`config.mk`:
```
export PLATFORM = sky130hd
export DESIGN_NAME = time_uart_reporter
export DESIGN_NICKNAME = d
export VERILOG_FILES = /design/src/rtl/time_uart_reporter.sv
export SDC_FILE = /design/constraint.sdc
export NUM_CORES = 1
export LEC_CHECK = 0
export CAP_MARGIN = 20
export CORE_UTILIZATION = 35
export DETAILED_ROUTE_END_ITERATION = 8
export MAX_ROUTING_LAYER = met4
export SLEW_MARGIN = 40
export SYNTH_ARGS = -nofsm -noshare
export SYNTH_HDL_FRONTEND = slang
export SYNTH_SLANG_ARGS = --single-unit
```
`constraint.sdc`:
```
create_clock -name clk -period 6.7 [get_ports clk]
set_input_delay 1.34 -clock clk [delete_from_list [all_inputs] [get_ports clk]]
set_output_delay 1.34 -clock clk [all_outputs]
set_load 0.05 [all_outputs]
```
`src/rtl/time_uart_reporter.sv`:
```
// rtl/time_uart_reporter.sv - once-per-second "HH:MM:SS\r\n" UART 8N1 time reporter
module time_uart_reporter #(
   parameter int CLKS_PER_BIT = 5208
) (
   input  logic       clk,
   input  logic       reset,
   input  logic       tc_time_base,
   input  logic       enable,
   input  logic [4:0] q_hours,
   input  logic [5:0] q_minutes,
   input  logic [5:0] q_seconds,
   output logic       tx,
   output logic       busy,
   output logic       frame_done,
   output logic       overrun
);

   localparam int CNT_W = $clog2(CLKS_PER_BIT);
   localparam logic [CNT_W-1:0] BIT_RELOAD  = CNT_W'(CLKS_PER_BIT - 1);
   // The stop bit is split into STOP (CLKS_PER_BIT-1 cycles) and NEXT (1 cycle),
   // so advancing to the next char costs no extra line time.
   localparam logic [CNT_W-1:0] STOP_RELOAD = CNT_W'(CLKS_PER_BIT - 2);

   typedef enum logic [2:0] {
      S_IDLE,
      S_LOAD,
      S_START,
      S_DATA,
      S_STOP,
      S_NEXT
   } state_t;

   state_t           state, state_nxt;
   logic [CNT_W-1:0] bit_cnt, bit_cnt_nxt;
   logic [2:0]       bit_idx, bit_idx_nxt;
   logic [3:0]       char_idx, char_idx_nxt;
   logic [7:0]       shift_reg, shift_reg_nxt;
   logic [7:0]       frame [10];
   logic [7:0]       frame_nxt [10];
   logic [4:0]       snap_hours, snap_hours_nxt;
   logic [5:0]       snap_minutes, snap_minutes_nxt;
   logic [5:0]       snap_seconds, snap_seconds_nxt;
   logic             tick_d, tick_d_nxt;
   logic             tx_nxt, busy_nxt, frame_done_nxt, overrun_nxt;
   logic [15:0]      h_chars, m_chars, s_chars;

   // Two ASCII digits {tens, units} of a binary field, or "??" when out of range.
   // Tens come from restoring subtraction of 40/20/10, giving the binary tens digit.
   function automatic logic [15:0] encode_field(input logic [5:0] v, input logic in_range);
      logic [5:0] rem;
      logic [2:0] tens;
      rem  = v;
      tens = 3'd0;
      if (rem >= 6'd40) begin
         rem     = rem - 6'd40;
         tens[2] = 1'b1;
      end
      if (rem >= 6'd20) begin
         rem     = rem - 6'd20;
         tens[1] = 1'b1;
      end
      if (rem >= 6'd10) begin
         rem     = rem - 6'd10;
         tens[0] = 1'b1;
      end
      if (in_range)
         return {8'h30 + {5'b00000, tens}, 8'h30 + {2'b00, rem}};
      else
         return 16'h3F3F;
   endfunction

   assign h_chars = encode_field({1'b0, snap_hours}, snap_hours <= 5'd23);
   assign m_chars = encode_field(snap_minutes, snap_minutes <= 6'd59);
   assign s_chars = encode_field(snap_seconds, snap_seconds <= 6'd59);

   // State and datapath registers; reset abandons any frame in flight.
   always_ff @(posedge clk) begin
      if (reset) begin
         state        <= S_IDLE;
         bit_cnt      <= '0;
         bit_idx      <= 3'd0;
         char_idx     <= 4'd0;
         shift_reg    <= 8'h00;
         frame        <= '{default: 8'h00};
         snap_hours   <= 5'd0;
         snap_minutes <= 6'd0;
         snap_seconds <= 6'd0;
         tick_d       <= 1'b0;
         tx           <= 1'b1;
         busy         <= 1'b0;
         frame_done   <= 1'b0;
         overrun      <= 1'b0;
      end else begin
         state        <= state_nxt;
         bit_cnt      <= bit_cnt_nxt;
         bit_idx      <= bit_idx_nxt;
         char_idx     <= char_idx_nxt;
         shift_reg    <= shift_reg_nxt;
         frame        <= frame_nxt;
         snap_hours   <= snap_hours_nxt;
         snap_minutes <= snap_minutes_nxt;
         snap_seconds <= snap_seconds_nxt;
         tick_d       <= tick_d_nxt;
         tx           <= tx_nxt;
         busy         <= busy_nxt;
         frame_done   <= frame_done_nxt;
         overrun      <= overrun_nxt;
      end
   end

   // Next-state and output decode for the frame sequencer.
   always_comb begin
      state_nxt        = state;
      bit_cnt_nxt      = bit_cnt;
      bit_idx_nxt      = bit_idx;
      char_idx_nxt     = char_idx;
      shift_reg_nxt    = shift_reg;
      frame_nxt        = frame;
      snap_hours_nxt   = snap_hours;
      snap_minutes_nxt = snap_minutes;
      snap_seconds_nxt = snap_seconds;
      tx_nxt           = tx;
      busy_nxt         = busy;
      frame_done_nxt   = 1'b0;
      // Delay the tick one cycle so the counters have already stepped when we sample.
      tick_d_nxt       = tc_time_base & enable;
      // A tick reaching us while busy (including the edge busy falls) is dropped.
      overrun_nxt      = tick_d & busy;

      case (state)
         S_IDLE: begin
            if (tick_d) begin
               snap_hours_nxt   = q_hours;
               snap_minutes_nxt = q_minutes;
               snap_seconds_nxt = q_seconds;
               busy_nxt         = 1'b1;
               state_nxt        = S_LOAD;
            end
         end
         S_LOAD: begin
            frame_nxt[0]  = h_chars[15:8];
            frame_nxt[1]  = h_chars[7:0];
            frame_nxt[2]  = 8'h3A;
            frame_nxt[3]  = m_chars[15:8];
            frame_nxt[4]  = m_chars[7:0];
            frame_nxt[5]  = 8'h3A;
            frame_nxt[6]  = s_chars[15:8];
            frame_nxt[7]  = s_chars[7:0];
            frame_nxt[8]  = 8'h0D;
            frame_nxt[9]  = 8'h0A;
            shift_reg_nxt = h_chars[15:8];
            char_idx_nxt  = 4'd0;
            tx_nxt        = 1'b0;
            bit_cnt_nxt   = BIT_RELOAD;
            state_nxt     = S_START;
         end
         S_START: begin
            if (bit_cnt == '0) begin
               tx_nxt      = shift_reg[0];
               bit_idx_nxt = 3'd0;
               bit_cnt_nxt = BIT_RELOAD;
               state_nxt   = S_DATA;
            end else begin
               bit_cnt_nxt = bit_cnt - 1'b1;
            end
         end
         S_DATA: begin
            if (bit_cnt == '0) begin
               if (bit_idx == 3'd7) begin
                  tx_nxt      = 1'b1;
                  bit_cnt_nxt = STOP_RELOAD;
                  state_nxt   = S_STOP;
               end else begin
                  shift_reg_nxt = {1'b0, shift_reg[7:1]};
                  tx_nxt        = shift_reg[1];
                  bit_idx_nxt   = bit_idx + 3'd1;
                  bit_cnt_nxt   = BIT_RELOAD;
               end
            end else begin
               bit_cnt_nxt = bit_cnt - 1'b1;
            end
         end
         S_STOP: begin
            if (bit_cnt == '0)
               state_nxt = S_NEXT;
            else
               bit_cnt_nxt = bit_cnt - 1'b1;
         end
         S_NEXT: begin
            if (char_idx == 4'd9) begin
               busy_nxt       = 1'b0;
               frame_done_nxt = 1'b1;
               state_nxt      = S_IDLE;
            end else begin
               char_idx_nxt  = char_idx + 4'd1;
               shift_reg_nxt = frame[char_idx + 4'd1];
               tx_nxt        = 1'b0;
               bit_cnt_nxt   = BIT_RELOAD;
               state_nxt     = S_START;
            end
         end
         default: begin
            tx_nxt    = 1'b1;
            busy_nxt  = 1'b0;
            state_nxt = S_IDLE;
         end
      endcase
   end

endmodule

```
==> impl_metrics.xml, run 1 <==
<?xml version="1.0" encoding="UTF-8"?>
<metrics>
  <group name="global_route">
    <metric name="grt.busiest_layer" unit="">met2</metric>
    <metric name="met1_track_usage_gr" unit="">0.231</metric>
    <metric name="grt_util_all_layers" unit="">0.179</metric>
    <metric name="grt-ovfl-total" unit="">0</metric>
    <metric name="grt_pass1_vias" unit="">4332</metric>
    <metric name="grt_antenna_before_repair" unit="">0</metric>
    <metric name="global_route.usage.met3" unit="">0.0316</metric>
  </group>
  <group name="routing">
    <metric name="maxUsedRoutingLayer" unit="">met4</metric>
    <metric name="met3WireLength" unit="um">511</metric>
    <metric name="detail_route.drc_violations" unit="">0</metric>
    <metric name="vias_per_cell" unit="">5.66</metric>
    <metric name="met2WireLength" unit="mm">5.67</metric>
    <metric name="detail_route.wl_per_cell" unit="um">15.0</metric>
  </group>
  <group name="hold_path">
    <metric name="timing.hold.worst_path_depth" unit="">2</metric>
    <metric name="timing.hold.worst_endpoint" unit="">bit_idx[2]</metric>
    <metric name="hold_path_class" unit="">flip-flop to flip-flop</metric>
  </group>
  <group name="synthesis">
    <metric name="ys_async_sr_fraction" unit="">0</metric>
    <metric name="yosys_cells" unit="">642</metric>
    <metric name="yosys.cell_types.count" unit="">93</metric>
    <metric name="instance_tally_after_logic_synthesis" unit="">642</metric>
    <metric name="yosys.stat.chipArea" unit="um^2">5090</metric>
    <metric name="ff_type" unit="">sky130_fd_sc_hd__dfxtp_1</metric>
    <metric name="post_synth_main_area_contributors" unit="">sky130_fd_sc_hd__dfxtp_1, sky130_fd_sc_hd__a21oi_1, sky130_fd_sc_hd__nand2_1</metric>
    <metric name="synthDominantAreaCellType" unit="">sky130_fd_sc_hd__dfxtp_1</metric>
    <metric name="synthesis.yosys.warnings" unit="">0</metric>
    <metric name="top_cell" unit="">sky130_fd_sc_hd__dfxtp_1</metric>
    <metric name="common_cells" unit="">sky130_fd_sc_hd__dfxtp_1, sky130_fd_sc_hd__nand2_1, sky130_fd_sc_hd__a21oi_1</metric>
    <metric name="postSynthNetCount" unit="">677</metric>
    <metric name="yosys.area.top_type_share" unit="">0.334</metric>
  </group>
  <group name="worst_setup_path">
    <metric name="regToRegStartpoint" unit="">snap_seconds[3]</metric>
    <metric name="arrival" unit="ns">3.11</metric>
    <metric name="timing.critical_path.cells" unit="">inv_1 -&gt; ha_1 -&gt; nor2b_1 -&gt; o31ai_2 -&gt; a211oi_1 -&gt; o22ai_1 -&gt; a221oi_1 -&gt; ha_1 -&gt; nor2_1 -&gt; a21oi_1 -&gt; nor2_1</metric>
    <metric name="required_worst_endpoint" unit="ns">6.91</metric>
    <metric name="launch_point_of_the_critical_path" unit="">snap_seconds[3]</metric>
    <metric name="critPathBufInv" unit="">1</metric>
    <metric name="crit_path_start_kind" unit="">flip-flop</metric>
    <metric name="critical-path-top-delay-family" unit="">AND-OR/OR-AND gates</metric>
    <metric name="reg2reg_setup_slack" unit="ns">3.80</metric>
  </group>
  <group name="final_timing">
    <metric name="max_slew.worst_pin.slew" unit="ns">0.768</metric>
    <metric name="unrepaired_setup_endpoints_after_global_routing" unit="">no</metric>
    <metric name="whs" unit="ns">0.466</metric>
    <metric name="layout_min_cycle_time" unit="ns">2.90</metric>
    <metric name="setup-tns-final" unit="ns">0</metric>
    <metric name="skew" unit="ns">0.00602</metric>
    <metric name="maxClockFrequency" unit="MHz">345</metric>
    <metric name="slew_headroom" unit="">0.487</metric>
    <metric name="fin_crit_sh" unit="">0.433</metric>
    <metric name="setup_slack" unit="ns">3.80</metric>
  </group>
  <group name="job">
    <metric name="max_cap_viol_count" unit="">0</metric>
  </group>
  <group name="placement">
    <metric name="globalplace.congestion" unit="">0.876</metric>
    <metric name="dp_hpwl" unit="mm">8.79</metric>
    <metric name="dpl-instance-area" unit="um^2">5360</metric>
  </group>
  <group name="power_and_ir_drop">
    <metric name="irDropWorstVdd" unit="V">0.000160</metric>
    <metric name="leakage" unit="nW">2.03</metric>
    <metric name="power-per-cell-area" unit="nW/um^2">292</metric>
  </group>
  <group name="clock_tree">
    <metric name="clk_root_buffer_cell" unit="">sky130_fd_sc_hd__clkbuf_16</metric>
    <metric name="cts_tree" unit="">done</metric>
    <metric name="postCtsResizedCells" unit="">0</metric>
    <metric name="cts.repair_timing.setup_buffer_count" unit="">0</metric>
    <metric name="worst_setup_hold_path_clk_slew" unit="ns">0.06</metric>
    <metric name="htree_levels" unit="">3</metric>
  </group>
  <group name="finish">
    <metric name="antenna_cells" unit="">0</metric>
    <metric name="largest_register_ffs" unit="">33</metric>
    <metric name="nets" unit="">673</metric>
    <metric name="area.growth.synth_to_final" unit="%">12.2</metric>
    <metric name="layout.cells.most_common_list" unit="">sky130_fd_sc_hd__dfxtp_1, sky130_fd_sc_hd__nand2_1, sky130_fd_sc_hd__a21oi_1, sky130_fd_sc_hd__nor2_1, sky130_fd_sc_hd__o21ai_0</metric>
    <metric name="final_layout_top_logic_cell" unit="">sky130_fd_sc_hd__dfxtp_1</metric>
    <metric name="final_core_util" unit="">0.407</metric>
  </group>
  <group name="die">
    <metric name="core-area" unit="um^2">14000</metric>
    <metric name="floorplan.die.height" unit="um">123</metric>
    <metric name="fp.dieW" unit="um">123</metric>
    <metric name="io_pins" unit="">25</metric>
  </group>
  <group name="run_status">
    <metric name="outcome" unit="">finished, final reports clean</metric>
  </group>
</metrics>
-- run 1: kinds of logic after synthesis --
kind of cell / synth area share
AND-OR/OR-AND: 0.266
buffers and inverters: 0.0617
XOR/XNOR: 0.0241
adder cells (fa/ha/maj): 0.0364
flip-flops: 0.334
AND/OR/NAND/NOR: 0.238
multiplexers: 0.0398
-- run 1: area by class of cell --
cell class	count	area (um^2)
multi-input combinational	489	3090
tap	180	225
fill	1408	8330
sequential	85	1700
clock inverter	4	95.1
inverter	25	93.8
timing repair buffer	28	265
clock buffer	12	246
-- run 1: power by group --
group          leakage [nW]  internal (mW)  switching [mW]
logic                  1.18          0.173           0.282
registers             0.691          0.571          0.0667
clock network         0.167          0.374           0.204
total                  2.03           1.12           0.552
Figure 1. Signal wires on met1 (run 1).
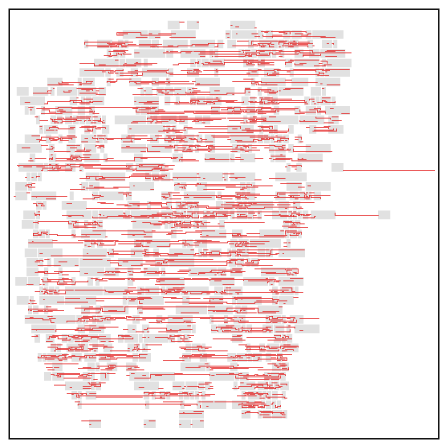
The longest straight run is 37.7 um. The layer carries 5890 um of wire. The wires run mostly horizontal. The layer holds 48% of the routed length.

Figure 2. Metal 2 (run 1).
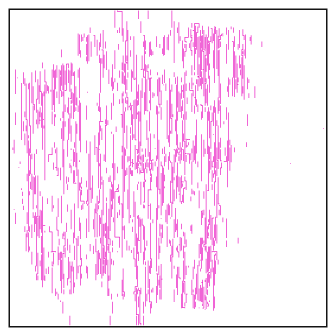
The layer holds 46% of the routed length. The wires run mostly vertical.

Figure 3. The metal 3 layer (run 1).
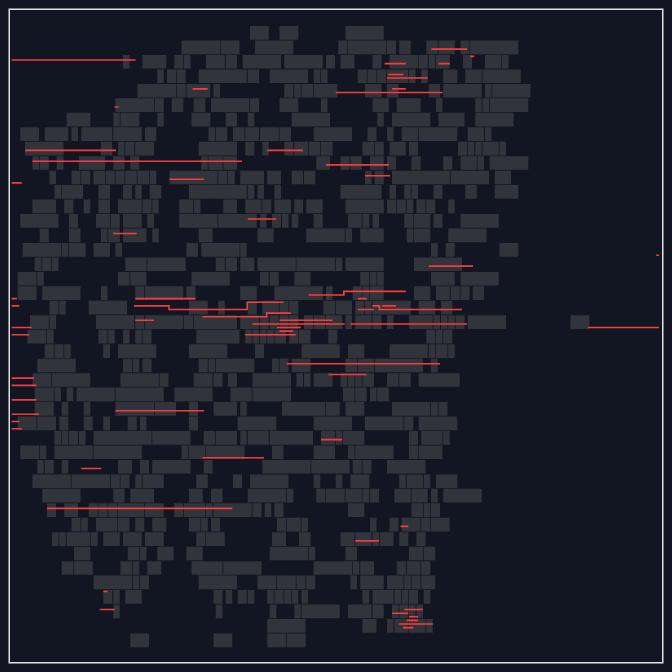
48 nets have wire on it. The longest straight run is 39.1 um. The layer holds 4.2% of the routed length. The layer carries 512 um of wire.

Figure 4. Signal wires on met4 (run 1).
The bar under the picture is 20 um long.
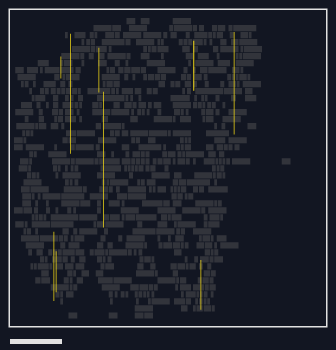
The wires run mostly vertical. The layer holds 2.0% of the routed length.

==> inputs of run 2 (changes only) <==
==> constraint.sdc (replaced) <==
create_clock -name clk -period 2.5 [get_ports clk]
set_input_delay 0.5 -clock clk [delete_from_list [all_inputs] [get_ports clk]]
set_output_delay 0.5 -clock clk [all_outputs]
set_load 0.05 [all_outputs]
==> run 2 against run 1 <==
  * Core utilization increased by 1.5 points
  * Hold slack got worse by 0.0010 ns
  * Critical endpoint is now frame[70]
  * Critical path type unchanged
  * Sequential share of layout area decreased by 1.1 points
  * Clock skew increased by 0.0019 ns
  * Synthesized cell count unchanged
  * Design area increased by 3.7%
==> impl_metrics.xml, run 2 <==
<?xml version="1.0" encoding="UTF-8"?>
<metrics>
  <group name="placement">
    <metric name="dpl-instance-area" unit="um^2">5570</metric>
    <metric name="globalplace.congestion" unit="">0.856</metric>
    <metric name="dp_hpwl" unit="mm">9.27</metric>
  </group>
  <group name="final_timing">
    <metric name="unrepaired_setup_endpoints_after_global_routing" unit="">no</metric>
    <metric name="skew" unit="ns">0.00789</metric>
    <metric name="max_slew.worst_pin.slew" unit="ns">0.795</metric>
    <metric name="whs" unit="ns">0.465</metric>
    <metric name="layout_min_cycle_time" unit="ns">2.31</metric>
    <metric name="setup-tns-final" unit="ns">0</metric>
    <metric name="slew_headroom" unit="">0.467</metric>
    <metric name="setup_slack" unit="ns">0.186</metric>
    <metric name="maxClockFrequency" unit="MHz">432</metric>
  </group>
  <group name="finish">
    <metric name="clockNetworkAreaShare" unit="">0.0526</metric>
    <metric name="top_area_cell_class" unit="">combinational gates</metric>
    <metric name="multiInputGateArea" unit="um^2">3130</metric>
    <metric name="layout.nonclk_buf_frac" unit="">0.0789</metric>
    <metric name="nets" unit="">700</metric>
    <metric name="comb_cells" unit="">489</metric>
    <metric name="sh_comb_area" unit="">0.527</metric>
    <metric name="layout.cells.most_common_list" unit="">sky130_fd_sc_hd__dfxtp_1, sky130_fd_sc_hd__nand2_1, sky130_fd_sc_hd__a21oi_1, sky130_fd_sc_hd__nor2_1, sky130_fd_sc_hd__o21ai_0</metric>
    <metric name="final_layout_top_logic_cell" unit="">sky130_fd_sc_hd__dfxtp_1</metric>
    <metric name="area.growth.synth_to_final" unit="%">16.4</metric>
    <metric name="area_taken_by_flip_flops_and_latches" unit="um^2">1700</metric>
    <metric name="drive_above_1_share" unit="">0.137</metric>
    <metric name="nonClockBufferCount" unit="">55</metric>
    <metric name="sequential_portion_of_the_cell_area" unit="">0.287</metric>
    <metric name="fillCellCount" unit="">1397</metric>
    <metric name="largest_register_ffs" unit="">33</metric>
    <metric name="non_clock_inverter_instance_count_of_the_final_layout" unit="">25</metric>
    <metric name="antenna_cells" unit="">0</metric>
    <metric name="flop-count" unit="">85</metric>
    <metric name="final_core_util" unit="">0.422</metric>
  </group>
  <group name="clock_tree">
    <metric name="worst_setup_hold_path_clk_slew" unit="ns">0.06</metric>
    <metric name="postCtsResizedCells" unit="">0</metric>
    <metric name="cts_hold_repair.buffers" unit="">0</metric>
    <metric name="htree_levels" unit="">3</metric>
    <metric name="cts.repair_timing.setup_buffer_count" unit="">0</metric>
    <metric name="cts_tree" unit="">done</metric>
  </group>
  <group name="synthesis">
    <metric name="yosys.cell_types.count" unit="">93</metric>
    <metric name="synthDominantAreaCellType" unit="">sky130_fd_sc_hd__dfxtp_1</metric>
    <metric name="mux_area_frac" unit="">0.0398</metric>
    <metric name="synthesis.yosys.warnings" unit="">0</metric>
    <metric name="post_synth_xor_xnor_area" unit="">0.0241</metric>
    <metric name="synth.cellmix.adderShare" unit="">0.0364</metric>
    <metric name="post_synth_main_area_contributors" unit="">sky130_fd_sc_hd__dfxtp_1, sky130_fd_sc_hd__a21oi_1, sky130_fd_sc_hd__nand2_1</metric>
    <metric name="ys_async_sr_fraction" unit="">0</metric>
    <metric name="synthSimpleGateAreaFrac" unit="">0.238</metric>
    <metric name="yosys.stat.chipArea" unit="um^2">5090</metric>
    <metric name="yosys.area.top_type_share" unit="">0.334</metric>
    <metric name="common_cells" unit="">sky130_fd_sc_hd__dfxtp_1, sky130_fd_sc_hd__nand2_1, sky130_fd_sc_hd__a21oi_1</metric>
    <metric name="instance_tally_after_logic_synthesis" unit="">642</metric>
    <metric name="yosys_cells" unit="">642</metric>
    <metric name="ff_type" unit="">sky130_fd_sc_hd__dfxtp_1</metric>
    <metric name="postSynthNetCount" unit="">677</metric>
    <metric name="top_cell" unit="">sky130_fd_sc_hd__dfxtp_1</metric>
    <metric name="synth_area_per_cell" unit="um^2">7.93</metric>
    <metric name="netlist_logic_family_top" unit="">AND-OR/OR-AND gates</metric>
  </group>
  <group name="worst_setup_path">
    <metric name="cp_slowest_stage_delay" unit="ns">0.45</metric>
    <metric name="launch_point_of_the_critical_path" unit="">snap_hours[3]</metric>
    <metric name="endpoint" unit="">frame[70]</metric>
    <metric name="required_worst_endpoint" unit="ns">2.78</metric>
    <metric name="arrival" unit="ns">2.60</metric>
    <metric name="critPathBufInv" unit="">1</metric>
    <metric name="critical-path-top-delay-family" unit="">simple AND/OR/NAND/NOR gates</metric>
    <metric name="cell_depth_of_the_worst_flop_to_flop_path" unit="">11</metric>
    <metric name="crit_path_start_kind" unit="">flip-flop</metric>
    <metric name="regToRegStartpoint" unit="">snap_hours[3]</metric>
    <metric name="timing.critical_path.cells" unit="">buf_4 -&gt; or3b_2 -&gt; nand2b_1 -&gt; a21oi_1 -&gt; ha_1 -&gt; and3_1 -&gt; a31oi_1 -&gt; ha_1 -&gt; nor3_1 -&gt; a21oi_1 -&gt; nor2_1</metric>
  </group>
  <group name="power_and_ir_drop">
    <metric name="p_int" unit="mW">2.85</metric>
    <metric name="leakage" unit="nW">2.15</metric>
    <metric name="clockPowerShare" unit="">0.320</metric>
    <metric name="netSwitchingFraction" unit="">0.341</metric>
    <metric name="p_comb_frac" unit="">0.288</metric>
    <metric name="irDropWorstVdd" unit="V">0.000419</metric>
    <metric name="power.net_switching" unit="mW">1.47</metric>
    <metric name="power.sequential.fraction" unit="">0.393</metric>
    <metric name="power-per-cell-area" unit="nW/um^2">730</metric>
  </group>
  <group name="global_route">
    <metric name="global_route.usage.met3" unit="">0.0372</metric>
    <metric name="global_route.usage.met2" unit="">0.309</metric>
    <metric name="grt-ovfl-total" unit="">0</metric>
    <metric name="met1_track_usage_gr" unit="">0.231</metric>
    <metric name="grt_util_all_layers" unit="">0.188</metric>
    <metric name="grt.busiest_layer" unit="">met2</metric>
    <metric name="grt_antenna_before_repair" unit="">0</metric>
    <metric name="grt_pass1_vias" unit="">4482</metric>
  </group>
  <group name="routing">
    <metric name="maxUsedRoutingLayer" unit="">met4</metric>
    <metric name="met3WireLength" unit="um">687</metric>
    <metric name="vias_per_cell" unit="">5.70</metric>
    <metric name="detail_route.wl_per_cell" unit="um">15.4</metric>
    <metric name="met2WireLength" unit="mm">6.33</metric>
    <metric name="detail_route.drc_violations" unit="">0</metric>
  </group>
  <group name="run_status">
    <metric name="outcome" unit="">finished, final reports clean</metric>
  </group>
  <group name="job">
    <metric name="max_cap_viol_count" unit="">0</metric>
  </group>
  <group name="hold_path">
    <metric name="hold_path_class" unit="">flip-flop to flip-flop</metric>
    <metric name="timing.hold.worst_path_depth" unit="">2</metric>
  </group>
  <group name="die">
    <metric name="io_pins" unit="">25</metric>
    <metric name="floorplan.die.height" unit="um">123</metric>
    <metric name="well_taps" unit="">180</metric>
    <metric name="core-area" unit="um^2">14000</metric>
    <metric name="fp.dieW" unit="um">123</metric>
  </group>
</metrics>
## run 2: power groups by stage
stage	Clock (mW)	Sequential [mW]	Combinational, mW
CTS	1.42	1.70	1.23
finish	1.38	1.70	1.24
detailed placement	0	1.72	1.22
global placement	0	1.72	1.20
global route	1.49	1.72	1.39
floorplan	0	1.67	1.01
## run 2: worst min-delay path: cells and delay by family (launching register included)
family	cells	cell delay [ns]
AOI/OAI and AO/OA	1	0.05
DFF	1	0.31
and+or+nand+nor	1	0.06
## run 2: worst min path at each step
stage	from	slack (ns)	endpoint
floorplan	frame[26]	0.43	frame[26]
global placement	bit_idx[2]	0.44	bit_idx[2]
detailed placement	snap_minutes[0]	0.46	snap_minutes[0]
CTS	snap_minutes[0]	0.47	snap_minutes[0]
global route	bit_idx[1]	0.49	bit_idx[1]
finish	frame[26]	0.47	frame[26]
Figure 5. The metal 3 layer (run 2).
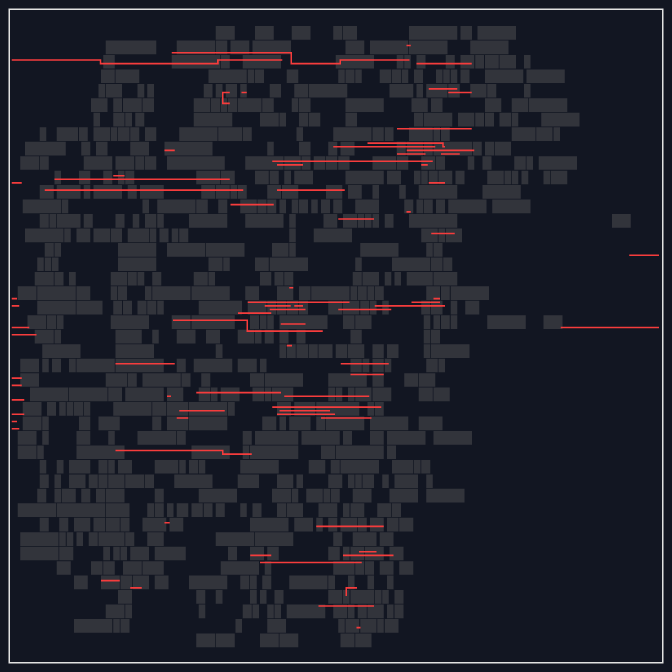
The longest straight run is 37.0 um. 59 nets have wire on it. The layer holds 5.3% of the routed length.

Power figures rest on the tool's default switching activity, not on a simulated workload.
